<file path="src/rtl/alu_pkg.sv">
// Shared constants and FSM state type for the ALU result deserializer.
// A frame is three 10-bit words: marker, data[7:0] MSB first, odd parity bit.
package alu_pkg;

   localparam int unsigned WORD_BITS   = 10;
   localparam int unsigned FRAME_WORDS = 3;
   localparam int unsigned FRAME_BITS  = WORD_BITS * FRAME_WORDS;

   localparam logic [4:0] LAST_BIT = 5'(FRAME_BITS - 1);

   localparam logic MARKER_STATUS = 1'b1;
   localparam logic MARKER_DATA   = 1'b0;

   typedef enum logic [1:0] {
      IDLE,
      SHIFT,
      DONE
   } state_t;

endpackage

</file>
<file path="src/rtl/alu_word_check.sv">
// Splits one received word into marker and data and checks its odd parity
// over all ten bits. Purely combinational.
module alu_word_check
   import alu_pkg::*;
(
   input  logic [WORD_BITS-1:0] word,
   output logic [7:0]           data,
   output logic                 marker,
   output logic                 parity_ok
);

   always_comb begin
      marker    = word[WORD_BITS-1];
      data      = word[WORD_BITS-2:1];
      parity_ok = ^word;
   end

endmodule

</file>
<file path="src/rtl/alu_result_deser.sv">
// Deserializes 30-bit ALU result frames, validates markers and parity, and
// holds the last good result behind a valid/ready handshake.
module alu_result_deser
   import alu_pkg::*;
(
   input  logic        clk,
   input  logic        rst_n,
   input  logic        sin,
   input  logic        sin_valid,
   output logic [7:0]  res_status,
   output logic [15:0] res_data,
   output logic        res_valid,
   input  logic        res_ready,
   output logic        parity_err,
   output logic        frame_err,
   output logic        overrun
);

   state_t                  state;
   logic [4:0]              cnt;
   logic [FRAME_BITS-1:0]   shreg;
   logic [FRAME_BITS-1:0]   shreg_nxt;

   logic [7:0] w0_data, w1_data, w2_data;
   logic       w0_mark, w1_mark, w2_mark;
   logic       w0_par,  w1_par,  w2_par;
   logic       par_ok, mark_ok;

   // Word0 arrives first, so it ends up in the top bits of the shift register.
   alu_word_check u_w0 (.word(shreg[29:20]), .data(w0_data), .marker(w0_mark), .parity_ok(w0_par));
   alu_word_check u_w1 (.word(shreg[19:10]), .data(w1_data), .marker(w1_mark), .parity_ok(w1_par));
   alu_word_check u_w2 (.word(shreg[9:0]),   .data(w2_data), .marker(w2_mark), .parity_ok(w2_par));

   always_comb begin
      shreg_nxt = {shreg[FRAME_BITS-2:0], sin};
      par_ok    = w0_par & w1_par & w2_par;
      mark_ok   = (w0_mark == MARKER_STATUS) && (w1_mark == MARKER_DATA) &&
                  (w2_mark == MARKER_DATA);
   end

   always_ff @(posedge clk or negedge rst_n) begin
      if (!rst_n) begin
         state      <= IDLE;
         cnt        <= '0;
         shreg      <= '0;
         res_status <= '0;
         res_data   <= '0;
         res_valid  <= 1'b0;
         parity_err <= 1'b0;
         frame_err  <= 1'b0;
         overrun    <= 1'b0;
      end else begin
         parity_err <= 1'b0;
         frame_err  <= 1'b0;
         overrun    <= 1'b0;
         if (res_valid && res_ready)
            res_valid <= 1'b0;

         case (state)
            IDLE: begin
               if (sin_valid) begin
                  shreg <= shreg_nxt;
                  cnt   <= 5'd1;
                  state <= SHIFT;
               end
            end

            SHIFT: begin
               if (sin_valid) begin
                  shreg <= shreg_nxt;
                  if (cnt == LAST_BIT) begin
                     cnt   <= '0;
                     state <= DONE;
                  end else begin
                     cnt <= cnt + 5'd1;
                  end
               end else begin
                  frame_err <= 1'b1;
                  cnt       <= '0;
                  state     <= IDLE;
               end
            end

            DONE: begin
               // Checks read the completed frame while a new frame may already
               // be shifting in on this same edge.
               if (!par_ok)
                  parity_err <= 1'b1;
               else if (!mark_ok)
                  frame_err <= 1'b1;
               else if (!res_valid || res_ready) begin
                  res_status <= w0_data;
                  res_data   <= {w1_data, w2_data};
                  res_valid  <= 1'b1;
               end else
                  overrun <= 1'b1;

               if (sin_valid) begin
                  shreg <= shreg_nxt;
                  cnt   <= 5'd1;
                  state <= SHIFT;
               end else begin
                  cnt   <= '0;
                  state <= IDLE;
               end
            end

            default: begin
               cnt   <= '0;
               state <= IDLE;
            end
         endcase
      end
   end

endmodule

</file>
<file path="config.mk">
export PLATFORM = sky130hd
export DESIGN_NAME = alu_result_deser
export DESIGN_NICKNAME = d
export VERILOG_FILES = /design/src/rtl/alu_pkg.sv /design/src/rtl/alu_word_check.sv /design/src/rtl/alu_result_deser.sv
export SDC_FILE = /design/constraint.sdc
export NUM_CORES = 1
export LEC_CHECK = 0
export ABC_AREA = 1
export ABC_CLOCK_PERIOD_IN_PS = 2100
export CORE_UTILIZATION = 45
export DETAILED_ROUTE_END_ITERATION = 6
export DONT_BUFFER_PORTS = 1
export SETUP_SLACK_MARGIN = 0.5
export SYNTH_ARGS = -nofsm -noshare
export SYNTH_HDL_FRONTEND = slang
export SYNTH_HIERARCHICAL = 1
export SYNTH_SLANG_ARGS = --single-unit
export TNS_END_PERCENT = 10
</file>
<file path="constraint.sdc">
create_clock -name clk -period 2.1 [get_ports clk]
set_clock_uncertainty 0.1 [all_clocks]
set_input_delay 0.21 -clock clk [delete_from_list [all_inputs] [get_ports clk]]
set_output_delay 0.21 -clock clk [all_outputs]
set_load 0.01 [all_outputs]
</file>
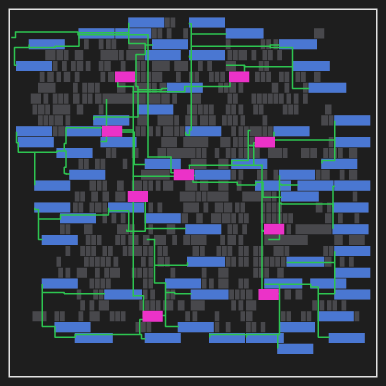
clock_wires.png
Scale: 4 px per µm.
[blue] flip-flops | count: 65
[magenta] clock-net drivers | count: 9
[green] clock wires | length: 926 µm
routed clock nets: 10
flops lie: spread over the die
clock network power: 1.23 mW
later-pin clock latency in the skew report: 0.35 ns
Clock Power Share: 33.1%

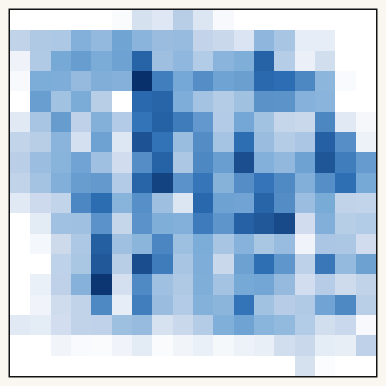
route_heat.png
Scale: 4 px per µm. 18 x 18 tiles, from white (low) to dark blue (high), scaled to the fullest tile. Values are wire area over tile area, all layers added.
mean over tiles: 0.15
fullest tile: 0.41
tiles over half the peak: 28%
total routing resource utilization after global routing: 19.5%
Routed WL: 7.65 mm
via count of the routed design: 2,943

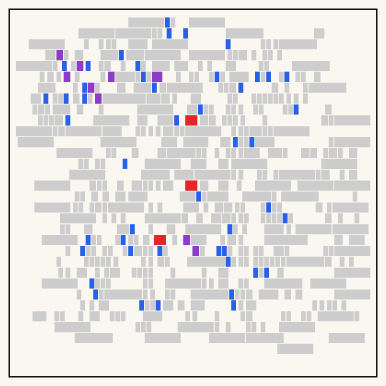
gates.png
Scale: 4 px per µm.
| colour | family | cells |
|---|---|---|
| purple | aoi and oai cells | 9 |
| red | xor and xnor cells | 3 |
| blue | inv cells | 47 |
most common library cell in the layout ignoring fill and taps: sky130_fd_sc_hd__nand2_1
number of cells in the finished layout apart from fillers: 614
fraction of area in multi-input gates: 39.5%

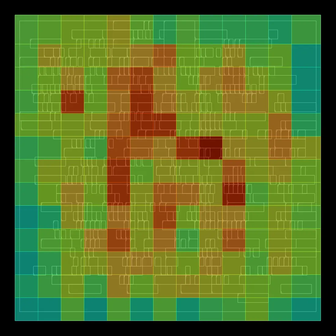
congestion_map.png
met1 routing resource usage after global routing: 24.3%
M2 GR Usage: 32.0%
Avg WL per Cell: 12.5 µm
GRT busiest layer: met2
post-layout util: 52.6%

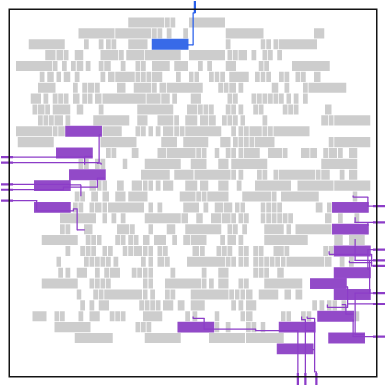
port_trees.png
Scale: 4 px per µm.
| colour | port | bits | direction | edge | end cells | buffers | wire |
|---|---|---|---|---|---|---|---|
| blue | frame_err | 1 | output | top | 1 | 0 | 10.3 µm |
| purple | res_data | 16 | output | 8 right, 5 left, 3 bottom | 16 | 0 | 312 µm |
Buffers on Ports: 0
# IOs: 33

==> impl_results.rst <==
Physical design figures
=======================

.. list-table::
   :header-rows: 1

   * - Metric
     - Value
   * - HP Class
     - input port to asynchronous set/reset pin
   * - Top sig layer
     - met4
   * - DRC errors left
     - 0
   * - Root buf cell
     - sky130_fd_sc_hd__clkbuf_8
   * - Failing checks
     - hold timing
   * - Detailed-placement wirelength estimate
     - 4.73 mm
   * - CORE AREA
     - 0.00773 mm²
   * - Average instance area after synthesis
     - 7.18 µm²
   * - Met3 wire length
     - 388 µm
   * - Cell total after placement
     - 571
   * - Register share of total power
     - 42.2%
   * - Vias per Instance
     - 4.79
   * - Internal power component
     - 2.47 mW
   * - Element type at the critical path start
     - flip-flop
   * - Height of the die
     - 91.5 µm
   * - Result of the run
     - finished with violations
   * - Clock buffer count from CTS
     - 9
   * - Final hold slack
     - -0.555 ns
   * - Final Hold Violation Tally
     - 65
   * - Worst flop-to-flop path endpoint
     - res_status[1]$_DFFE_PN0P_
   * - Unique masters post-synth
     - 24
   * - Max-capacitance violation count
     - 0
   * - Switching pwr
     - 1.25 mW
   * - Post-synthesis cell area
     - 0.00361 mm²
   * - Total number of warnings across the stage logs
     - 35
   * - Depth of the worst register-to-register path
     - 15
   * - Maximum ir drop on the vdd rail
     - 0.500 mV
   * - Met2 routed wirelength
     - 3.50 mm
   * - Net count after synthesis
     - 513
   * - Wire length of the first global-routing pass
     - 12.8 mm
   * - Power density relative to cell area
     - 915 mW/mm²
   * - Hold buffer count at cts
     - 3
   * - Chain of cells forming the critical path
     - inv_1 -> nand2_1 -> nand2_1 -> nand2_1 -> nand2_1 -> nand2_1 -> nand2_1 -> nand2_1 -> nand2_2 -> nand3_4 -> nor2_8 -> buf_6 -> buf_8 -> nand3_1 -> nand2_1
   * - H-tree depth
     - 3
   * - Most frequent cell on the critical path
     - sky130_fd_sc_hd__nand2_1
   * - Initial antenna violation count
     - 0
   * - Minimum period implied by the final worst setup slack
     - 1.88 ns
==> cell usage after synthesis, drive strengths merged <==
master / count / area share, %
o21ai: 4 / 0.55
nand3b: 2 / 0.42
nand2: 277 / 29
dfrtp: 65 / 45
nor2: 17 / 2.8
a21boi: 1 / 0.21
a21oi: 4 / 0.56
ha: 6 / 2.1
inv: 47 / 4.9
buf: 36 / 7.7
nand4: 2 / 0.35
nand3: 35 / 5.0
xnor2: 3 / 0.73
clkbuf: 3 / 0.31
==> kinds of logic (layout without fill, tap and decap cells) <==
family                     count (synthesis)  in the layout  synth area share (%)
AOI/OAI and AO/OA                          9              9                  1.32
and+or+nand+nor                          333            335                  37.9
adders and majority gates                  6              6                  2.08
xor gates and xnor gates                   3              3                 0.729
DFF                                       65             65                  45.1
buffers and inverters                     86             94                  12.9
==> state kept, by name, indices dropped and copies added, names as in the netlist <==
name        count
res_data       16
frame_err       1
shreg          30
parity_err      1
overrun         1
res_status      8
state           2
cnt             5
res_valid       1
==> power groups by stage <==
stage	logic [mW]	clock network (mW)	registers, mW
2_1_floorplan	0.810	0	1.54
3_3_place_gp	0.797	0	1.58
3_5_place_dp	0.815	0	1.59
4_1_cts	0.857	1.25	1.56
5_1_grt	1.08	1.30	1.60
6_report	0.918	1.23	1.57
==> final cells by class <==
| cell class | instances | area, µm² |
|---|---|---|
| clock buffers | 10 | 138 |
| multi-input cells | 353 | 1600 |
| clock inverters | 6 | 90.1 |
| repair buffers | 31 | 284 |
| flip-flops and latches | 65 | 1640 |
| inverters | 47 | 176 |
| fillers | 763 | 3670 |
| well taps | 102 | 128 |
==> worst reg2reg max path: stages (launching register included) <==
cell and delay [ns]:
sky130_fd_sc_hd__dfrtp_1 0.44, sky130_fd_sc_hd__inv_1 0.10, sky130_fd_sc_hd__nand2_1 0.06, sky130_fd_sc_hd__nand2_1 0.08, sky130_fd_sc_hd__nand2_1 0.06, sky130_fd_sc_hd__nand2_1 0.07, sky130_fd_sc_hd__nand2_1 0.07, sky130_fd_sc_hd__nand2_1 0.05
sky130_fd_sc_hd__nand2_1 0.06, sky130_fd_sc_hd__nand2_2 0.09, sky130_fd_sc_hd__nand3_4 0.10, sky130_fd_sc_hd__nor2_8 0.14, sky130_fd_sc_hd__buf_6 0.14, sky130_fd_sc_hd__buf_8 0.11, sky130_fd_sc_hd__nand3_1 0.09, sky130_fd_sc_hd__nand2_1 0.08
==> how the worst max path moves through the flow <==
stage | endpoint | slack, ns | depth (start not counted) | from
floorplan | res_data[0]$_DFFE_PN0P_ | 0.40 | 15 | shreg[21]$_DFFE_PN0P_
global placement | res_data[15]$_DFFE_PN0P_ | 0.19 | 14 | shreg[5]$_DFFE_PN0P_
detailed placement | res_data[12]$_DFFE_PN0P_ | 0.15 | 14 | shreg[5]$_DFFE_PN0P_
CTS | res_data[5]$_DFFE_PN0P_ | 0.23 | 14 | shreg[0]$_DFFE_PN0P_
finish | res_status[1]$_DFFE_PN0P_ | 0.22 | 15 | shreg[3]$_DFFE_PN0P_
global route | res_data[7]$_DFFE_PN0P_ | 0.06 | 15 | shreg[0]$_DFFE_PN0P_
No activity file was given, so power comes from the tool's default toggle rates.
